**src/rtl/fetch_stage.sv**
```systemverilog
// Instruction fetch stage with IF/ID pipeline register.
// Fetches over a req/ack handshake; supports decode stall, branch redirect and flush.
module fetch_stage #(
    parameter logic [31:0] RESET_PC = 32'h0000_0000
) (
    input  logic        clk,
    input  logic        rst_n,
    output logic        o_imem_req,
    output logic [31:0] o_imem_addr,
    input  logic        i_imem_ack,
    input  logic [31:0] i_imem_rdata,
    input  logic        i_stall,
    input  logic        i_flush,
    input  logic        i_branch_taken,
    input  logic [31:0] i_branch_target,
    output logic        o_if_id_valid,
    output logic [31:0] o_if_id_instr,
    output logic [31:0] o_if_id_npc,
    output logic [15:0] o_if_id_imm
);

    // state | meaning
    // IDLE  | first cycle after reset, no request yet
    // REQ   | fetch request outstanding at r_pc
    // HOLD  | fetched word parked in hold buffer while decode stalls
    localparam logic [1:0] S_IDLE = 2'd0;
    localparam logic [1:0] S_REQ  = 2'd1;
    localparam logic [1:0] S_HOLD = 2'd2;

    localparam logic [31:0] PC_INIT = {RESET_PC[31:2], 2'b00};

    logic [1:0]  r_state;
    logic [31:0] r_pc;
    logic        r_req;
    logic        r_discard;
    logic [31:0] r_target;
    logic [31:0] r_hold_instr;
    logic [31:0] r_hold_npc;
    logic        r_valid;
    logic [31:0] r_instr;
    logic [31:0] r_npc;

    logic [1:0]  w_state_nxt;
    logic [31:0] w_pc_nxt;
    logic        w_discard_nxt;
    logic [31:0] w_target_nxt;
    logic [31:0] w_hold_instr_nxt;
    logic [31:0] w_hold_npc_nxt;
    logic        w_valid_nxt;
    logic [31:0] w_instr_nxt;
    logic [31:0] w_npc_nxt;
    logic        w_fetch_ok;
    logic        w_release;
    logic [31:0] w_pc_inc;
    logic [31:0] w_br_target;
    logic        w_unused_tgt_bits;

    assign w_pc_inc          = r_pc + 32'd4;
    assign w_br_target       = {i_branch_target[31:2], 2'b00};
    assign w_unused_tgt_bits = ^i_branch_target[1:0];

    // Fetch control: the address stays on r_pc while a request is open, so a
    // redirect without ack is remembered in r_target and applied on the ack.
    always_comb begin
        w_state_nxt      = r_state;
        w_pc_nxt         = r_pc;
        w_discard_nxt    = r_discard;
        w_target_nxt     = r_target;
        w_hold_instr_nxt = r_hold_instr;
        w_hold_npc_nxt   = r_hold_npc;
        w_fetch_ok       = 1'b0;
        w_release        = 1'b0;
        case (r_state)
            S_IDLE: begin
                w_state_nxt = S_REQ;
                if (i_branch_taken) begin
                    w_pc_nxt     = w_br_target;
                    w_target_nxt = w_br_target;
                end
            end
            S_REQ: begin
                if (i_branch_taken) begin
                    w_target_nxt = w_br_target;
                    if (i_imem_ack) begin
                        w_pc_nxt      = w_br_target;
                        w_discard_nxt = 1'b0;
                    end else begin
                        w_discard_nxt = 1'b1;
                    end
                end else if (i_imem_ack) begin
                    if (r_discard) begin
                        w_pc_nxt      = r_target;
                        w_discard_nxt = 1'b0;
                    end else begin
                        w_pc_nxt   = w_pc_inc;
                        w_fetch_ok = 1'b1;
                        if (i_stall && !i_flush) begin
                            w_hold_instr_nxt = i_imem_rdata;
                            w_hold_npc_nxt   = w_pc_inc;
                            w_state_nxt      = S_HOLD;
                        end
                    end
                end
            end
            S_HOLD: begin
                if (i_flush || i_branch_taken) begin
                    w_hold_instr_nxt = 32'd0;
                    w_hold_npc_nxt   = 32'd0;
                    w_state_nxt      = S_REQ;
                    if (i_branch_taken) begin
                        w_pc_nxt     = w_br_target;
                        w_target_nxt = w_br_target;
                    end
                end else if (!i_stall) begin
                    w_release        = 1'b1;
                    w_hold_instr_nxt = 32'd0;
                    w_hold_npc_nxt   = 32'd0;
                    w_state_nxt      = S_REQ;
                end
            end
            default: w_state_nxt = S_IDLE;
        endcase
    end

    always_comb begin
        w_valid_nxt = r_valid;
        w_instr_nxt = r_instr;
        w_npc_nxt   = r_npc;
        if (i_flush) begin
            w_valid_nxt = 1'b0;
            w_instr_nxt = 32'd0;
            w_npc_nxt   = 32'd0;
        end else if (w_release) begin
            w_valid_nxt = 1'b1;
            w_instr_nxt = r_hold_instr;
            w_npc_nxt   = r_hold_npc;
        end else if (w_fetch_ok && !i_stall) begin
            w_valid_nxt = 1'b1;
            w_instr_nxt = i_imem_rdata;
            w_npc_nxt   = w_pc_inc;
        end else if (!i_stall) begin
            w_valid_nxt = 1'b0;
            w_instr_nxt = 32'd0;
        end
    end

    always_ff @(posedge clk or negedge rst_n) begin
        if (!rst_n) begin
            r_state      <= S_IDLE;
            r_pc         <= PC_INIT;
            r_req        <= 1'b0;
            r_discard    <= 1'b0;
            r_target     <= 32'd0;
            r_hold_instr <= 32'd0;
            r_hold_npc   <= 32'd0;
            r_valid      <= 1'b0;
            r_instr      <= 32'd0;
            r_npc        <= 32'd0;
        end else begin
            r_state      <= w_state_nxt;
            r_pc         <= w_pc_nxt;
            r_req        <= (w_state_nxt == S_REQ);
            r_discard    <= w_discard_nxt;
            r_target     <= w_target_nxt;
            r_hold_instr <= w_hold_instr_nxt;
            r_hold_npc   <= w_hold_npc_nxt;
            r_valid      <= w_valid_nxt;
            r_instr      <= w_instr_nxt;
            r_npc        <= w_npc_nxt;
        end
    end

    assign o_imem_req    = r_req;
    assign o_imem_addr   = r_pc;
    assign o_if_id_valid = r_valid;
    assign o_if_id_instr = r_instr;
    assign o_if_id_npc   = r_npc;
    assign o_if_id_imm   = r_instr[15:0];

endmodule

```
**config.mk**
```make
export PLATFORM = sky130hd
export DESIGN_NAME = fetch_stage
export DESIGN_NICKNAME = d
export VERILOG_FILES = /design/src/rtl/fetch_stage.sv
export SDC_FILE = /design/constraint.sdc
export NUM_CORES = 1
export LEC_CHECK = 0
export ABC_AREA = 1
export CORE_MARGIN = 4
export CORE_UTILIZATION = 50
export CTS_BUF_LIST = sky130_fd_sc_hd__clkbuf_4
export CTS_CLUSTER_SIZE = 25
export DETAILED_ROUTE_END_ITERATION = 6
export PLACE_DENSITY_LB_ADDON = 0.25
export SLEW_MARGIN = 10
export SYNTH_ARGS = -nofsm -noshare
export SYNTH_HDL_FRONTEND = slang
export SYNTH_SLANG_ARGS = --single-unit
```
**constraint.sdc**
```tcl
create_clock -name clk -period 1.75 [get_ports clk]
set_input_delay 0.35 -clock clk [delete_from_list [all_inputs] [get_ports clk]]
set_output_delay 0.35 -clock clk [all_outputs]
set_load 0.01 [all_outputs]
```
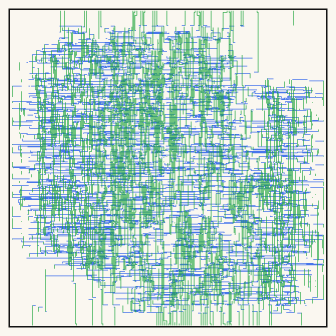
run_1/metal_stack.png
Two of the layers only.
Key: met2 = green [wire length 12900 um]; met1 = blue [wire length 12100 um]
total wire length after detailed routing: 27.65 mm
wire per inst: 16.02 um
Total GRT Usage: 0.2529
via total after detailed routing: 9207

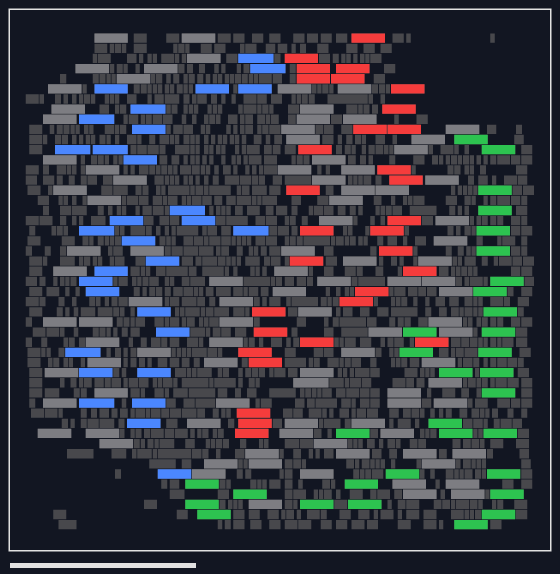
run_1/registers.png
Bar = 50 um. Other sequential cells in the stronger grey, the rest of the logic in the fainter grey.
Key: o_if_id_npc = red [flops 31]; o_imem_addr = blue [flops 30]; o_if_id_instr = green [flops 32]
Another 97 sequential cells are not coloured.

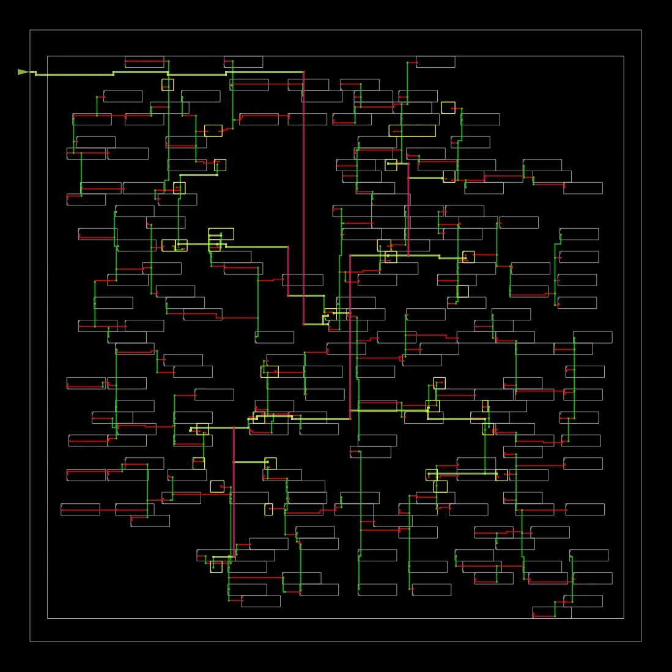
run_1/final_clocks.png
number of buffers inserted during clock tree synthesis: 17
power consumed by the clock network: 2.40 mW
sequential cell count: 190
number of clock-tree buffers in the layout: 17

run 1: per-stage QoR:
stage / total power [mW] / hold WS, ns / setup slack (ns) / utilization / instances
final: 11.37 / 0.2440 / -0.00007949 / 0.7089 / 1726
after global routing: 11.99 / 0.2654 / -0.08618 / 0.7089 / 1726
after CTS: 11.08 / 0.2268 / -0.02172 / 0.6940 / 1721
after detailed placement: 8.615 / 0.3458 / -0.2923 / 0.6577 / 1630
after global placement: 8.510 / 0.3409 / -0.2036 / 0.6577 / 1630
after floorplan: 7.105 / 0.05441 / 0.08063 / - / 1208
run 1: what timing repair did:
item,CTS,global route
setup buffers,58,4
pin swaps,2,24
endpoints found under the setup margin,136,95
endpoints found under the hold margin,53,0
gates resized,196,117
hold buffers,1,0
run 1: routing by layer:
metal | routed length, um | GRT usage | vias up
met1 | 12060 | 0.3496 | 4379
met4 | 594 | 0.06983 | 0
li1 | - | - | 4396
met5 | 0 | 0 | -
met3 | 2049 | 0.04677 | 49
met2 | 12940 | 0.4141 | 383
run 1: cell families (layout without fill, tap and decap cells):
kind of cell / after synthesis / in the layout / share of synthesized area
and+or+nand+nor: 500 / 500 / 0.2133
AOI/OAI and AO/OA: 255 / 255 / 0.1514
buffers and inverters: 240 / 528 / 0.1056
DFF: 190 / 190 / 0.5072
xor gates and xnor gates: 12 / 12 / 0.01121
muxes: 8 / 8 / 0.009611
adders and majority gates: 1 / 1 / 0.001335
other: 1 / 3 / 0.0004000
run 1: area by class of cell:
cell class                      instances  area, um^2  area share
Clock inverter                         15       152.6     0.01183
Tap cell                              229       286.5     0.02220
Multi-Input combinational cell        778        4004      0.3102
Antenna cell                            1       2.502   0.0001939
Sequential cell                       190        4770      0.3695
Inverter                              158       593.1     0.04595
Timing Repair Buffer                  338        2972      0.2302
Clock buffer                           17       127.6    0.009888
run 1: power breakdown:
part           switching [mW]  internal (mW)  total [mW]
clock                    1.65          0.749        2.40
sequential              0.357           5.10        5.46
combinational            1.95           1.56        3.51
run 1: critical path: cells and delay by family (launching register included):
family / cells / cell delay (ns)
buffers and inverters: 2 / 0.25
AND-OR/OR-AND: 1 / 0.17
AND/OR/NAND/NOR: 7 / 0.81
flip-flops: 1 / 0.42
run 1: worst min-delay path by stage:
stage / from / end / slack, ns / cells past startpoint
5_1_grt: rst_n / o_if_id_instr[31]$_DFFE_PN0P_ / 0.27 / 2
4_1_cts: rst_n / r_hold_instr[23]$_DFFE_PN0P_ / 0.23 / 2
2_1_floorplan: rst_n / o_if_id_instr[0]$_DFFE_PN0P_ / 0.05 / 0
6_report: rst_n / r_hold_instr[23]$_DFFE_PN0P_ / 0.24 / 2
3_3_place_gp: rst_n / o_if_id_instr[30]$_DFFE_PN0P_ / 0.34 / 1
3_5_place_dp: rst_n / o_if_id_valid$_DFFE_PN0P_ / 0.35 / 1
run 1: flip-flops by register name (all words and copies together) (netlist names):
register	flops
r_state	2
o_if_id_instr	32
o_imem_addr	30
r_discard	1
r_target	30
r_hold_instr	32
r_hold_npc	30
o_if_id_npc	31
o_imem_req	1
o_if_id_valid	1
==> impl_table.tex, run 1 <==
% Generated from flow reports
\begin{tabular}{lr}
\hline
Metric & Value \\
\hline
\multicolumn{2}{l}{\textbf{GRT}} \\
\quad Pin count of the biggest net entering global routing & 49 \\
\quad Total grt overflow & 0 \\
\multicolumn{2}{l}{\textbf{Critical path}} \\
\quad R2r endpoint & r\_hold\_npc[30]\$\_DFFE\_PN0P\_ \\
\quad Internal reg-to-reg setup slack & -0.00008 ns \\
\quad Reg2Reg Depth & 10 \\
\quad Type of element capturing the critical path & register \\
\multicolumn{2}{l}{\textbf{STA}} \\
\quad Number of endpoints failing setup at the final stage & 1 \\
\quad Minimum setup slack in the final design & -0.00007949 ns \\
\multicolumn{2}{l}{\textbf{Power and ir drop}} \\
\quad Peak supply drop & 0.0004771 V \\
\multicolumn{2}{l}{\textbf{Drt}} \\
\quad Residual DRC & 0 \\
\quad Ratio of routed vias to standard cells & 5.334 \\
\multicolumn{2}{l}{\textbf{Floorplan}} \\
\quad Die height & 144.9 um \\
\quad I/O pin count & 184 \\
\quad Total number of placement rows & 49 \\
\multicolumn{2}{l}{\textbf{Run}} \\
\quad Number of maximum-capacitance constraint violations & 0 \\
\multicolumn{2}{l}{\textbf{Clocking}} \\
\quad Clk pin slew, worst setup/hold paths & 0.17 ns \\
\quad Clock insertion delay at the later pin of the skew report & 0.60 ns \\
\multicolumn{2}{l}{\textbf{Status}} \\
\quad Outcome & finished with violations \\
\quad Failing checks & negative setup slack \\
\multicolumn{2}{l}{\textbf{Cells and area}} \\
\quad Layout net count & 1554 \\
\multicolumn{2}{l}{\textbf{Placement}} \\
\quad Detailed-placement wirelength estimate & 18.56 mm \\
\multicolumn{2}{l}{\textbf{Yosys}} \\
\quad Yosys top cell by instances & sky130\_fd\_sc\_hd\_\_nand2\_1 \\
\hline
\end{tabular}
run_1/zoom.png
Region (16, 89) to (56, 129) um. Cells in grey, sequential cells in the stronger grey; small squares are vias.
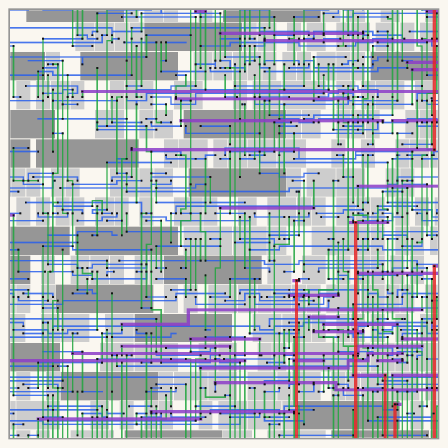

==> run 2, diff against run 1 <==
GPL_TIMING_DRIVEN = 0   (was not set)
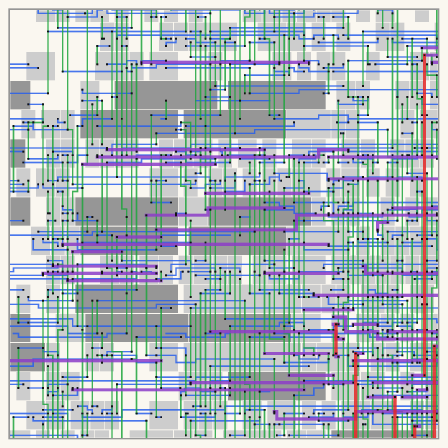
run_2/zoom.png
Region (16, 89) to (56, 129) um. Cells in grey, sequential cells in the stronger grey; small squares are vias.
Key: met1 = blue; met2 = green; met3 = purple; met4 = red
Netlist names of flops here include o_imem_addr (8), r_target (4). Sequential cells in the window: 12. 172 logic cells have their middle in the window. Most frequent: nand2_1 (49), nor2_1 (39), inv_1 (15).

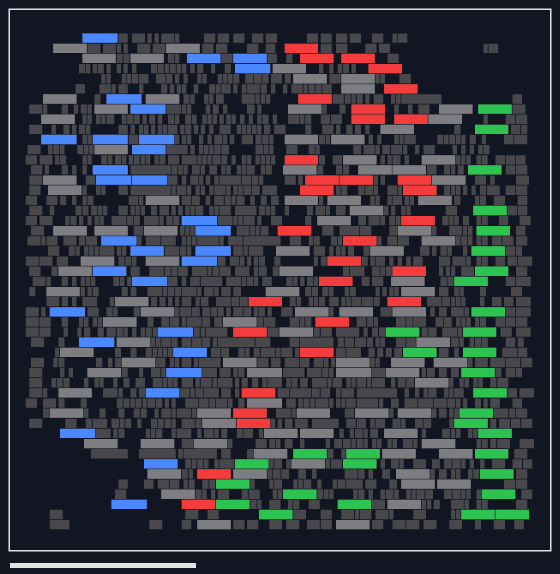
run_2/registers.png
Bar = 50 um. Other sequential cells in the stronger grey, the rest of the logic in the fainter grey.
reported sequential group power: 5.50 mW
final standard cell utilization of the core: 0.7091
sequential cell area in the final layout: 4786 um^2
fraction of standard cell area that is sequential: 0.3707

==> impl_table.tex, run 2 <==
% Generated from flow reports
\begin{tabular}{lr}
\hline
Metric & Value \\
\hline
\multicolumn{2}{l}{\textbf{Critical path}} \\
\quad Type of element capturing the critical path & register \\
\quad Kind of cell adding the most delay to the critical path & simple AND/OR/NAND/NOR gates \\
\quad Internal reg-to-reg setup slack & -0.02 ns (-0.02 ns) \\
\multicolumn{2}{l}{\textbf{Drt}} \\
\quad WL met1 & 12.67 mm (+5.0\%) \\
\quad Via total after detailed routing & 9302 (+1.0\%) \\
\quad Ratio of routed vias to standard cells & 5.392 (+1.1\%) \\
\quad Uppermost signal routing layer after detailed routing & met4 \\
\quad Residual DRC & 0 (unchanged) \\
\multicolumn{2}{l}{\textbf{Power and ir drop}} \\
\quad Part of the total power dissipated in combinational logic & 0.292 (-0.017) \\
\quad Clock network power share & 0.236 (+0.025) \\
\quad Peak supply drop & 0.0005252 V (+10\%) \\
\quad Seq pwr share & 0.472 (-0.008) \\
\multicolumn{2}{l}{\textbf{GRT}} \\
\quad Most congested layer reported by global routing & met2 \\
\quad Total GRT Usage & 0.2710 (+0.01811) \\
\multicolumn{2}{l}{\textbf{STA}} \\
\quad Number of endpoints failing setup at the final stage & 3 (+2) \\
\quad Minimum setup slack in the final design & -0.02022 ns (-0.02014 ns) \\
\multicolumn{2}{l}{\textbf{Status}} \\
\quad Outcome & finished with violations \\
\quad Failing checks & negative setup slack \\
\multicolumn{2}{l}{\textbf{Floorplan}} \\
\quad I/O pin count & 184 (unchanged) \\
\multicolumn{2}{l}{\textbf{Clocking}} \\
\quad Clk pin slew, worst setup/hold paths & 0.15 ns (-0.02 ns) \\
\quad Clock insertion delay at the later pin of the skew report & 0.61 ns (about the same) \\
\multicolumn{2}{l}{\textbf{Hold path}} \\
\quad WHS Endpoint & o\_if\_id\_instr[12]\$\_DFFE\_PN0P\_ \\
\quad Worst Min Path Start & i\_stall \\
\multicolumn{2}{l}{\textbf{Yosys}} \\
\quad Yosys top cell by instances & sky130\_fd\_sc\_hd\_\_nand2\_1 \\
\hline
\end{tabular}
-- run 2: cell types whose count changed in the layout (fill, tap and decap cells not counted), moves of 8 or more --
cell,previous run,this run
sky130_fd_sc_hd__buf_12,14,0
sky130_fd_sc_hd__buf_4,134,96
sky130_fd_sc_hd__buf_6,9,22
sky130_fd_sc_hd__clkbuf_1,0,24
sky130_fd_sc_hd__clkbuf_4,17,25
sky130_fd_sc_hd__dfrtp_1,178,165
sky130_fd_sc_hd__dfrtp_2,12,25
sky130_fd_sc_hd__o21ai_0,121,108
sky130_fd_sc_hd__o21ai_1,15,30
-- run 2: worst min-delay path, delay by kind of cell --
family / cells / cell delay (ns)
simple gates: 2 / 0.16
buf+inv: 1 / 0.18
-- run 2: per-stage QoR --
| step | utilization | worst slack, ns | cell area (um^2) | instances |
|---|---|---|---|---|
| 3_5_place_dp | 0.6319 | -0.6136 | 11510 | 1617 |
| 3_3_place_gp | 0.6286 | -7.651 | 11450 | 1615 |
| 4_1_cts | 0.6921 | -0.08429 | 12600 | 1724 |
| 6_report | 0.7091 | -0.02022 | 12910 | 1725 |
| 2_1_floorplan | - | 0.08063 | 9378 | 1208 |
| 5_1_grt | 0.7091 | -0.1138 | 12910 | 1725 |
-- run 2: cells by family (layout without fill, tap and decap cells) --
family,after synthesis,count (layout),synth area share
AND/OR/NAND/NOR,500,500,0.2133
AND-OR/OR-AND,255,255,0.1514
buffers and inverters,240,527,0.1056
flip-flops,190,190,0.5072
XOR/XNOR,12,12,0.01121
multiplexers,8,8,0.009611
adder cells (fa/ha/maj),1,1,0.001335
other,1,3,0.0004000
-- run 2: power groups by stage --
stage                     Clock [mW]  Sequential [mW]  Combinational [mW]
final                           2.76             5.50                3.41
after global routing            2.96             5.56                3.73
after CTS                       2.76             5.47                3.06
after detailed placement           0             5.69                2.65
after global placement             0             5.67                2.58
after floorplan                    0             5.62                1.49
-- run 2: worst max-delay path by stage --
stage,start,to,slack (ns),cells past startpoint
finish,o_imem_addr[12]$_DFFE_PN0P_,o_imem_addr[16]$_DFFE_PN0P_,-0.02,10
global placement,rst_n,o_if_id_npc[26]$_DFFE_PN0P_,-7.65,1
global route,o_imem_addr[12]$_DFFE_PN0P_,o_imem_addr[16]$_DFFE_PN0P_,-0.11,10
floorplan,o_imem_addr[2]$_DFFE_PN0P_,o_if_id_npc[14]$_DFFE_PN0P_,0.08,9
CTS,o_if_id_npc[1]$_DFFE_PN0P_,o_if_id_npc[1],-0.08,4
detailed placement,i_branch_taken,o_imem_addr[4]$_DFFE_PN0P_,-0.61,6
-- run 2: layout make-up --
type                            count  area, um^2
Fill cell                        1420        5298
Sequential cell                   190        4786
Multi-Input combinational cell    778        4098
Timing Repair Buffer              262        2372
Inverter                          158       605.6
Buffer                             75       429.2
Tap cell                          229       286.5
Clock inverter                     13       188.9
Clock buffer                       19       142.6
Antenna cell                        1       2.502
-- run 2: what timing repair did --
action / 4_1_cts / 5_1_grt
gates cloned: 0 / 1
hold buffers: 1 / 0
pin swaps: 9 / 33
resized: 266 / 151
endpoints found under the hold margin: 48 / 0
setup endpoints to repair: 255 / 193
buffers inserted: 78 / 18
No activity file was given, so power comes from the tool's default toggle rates.
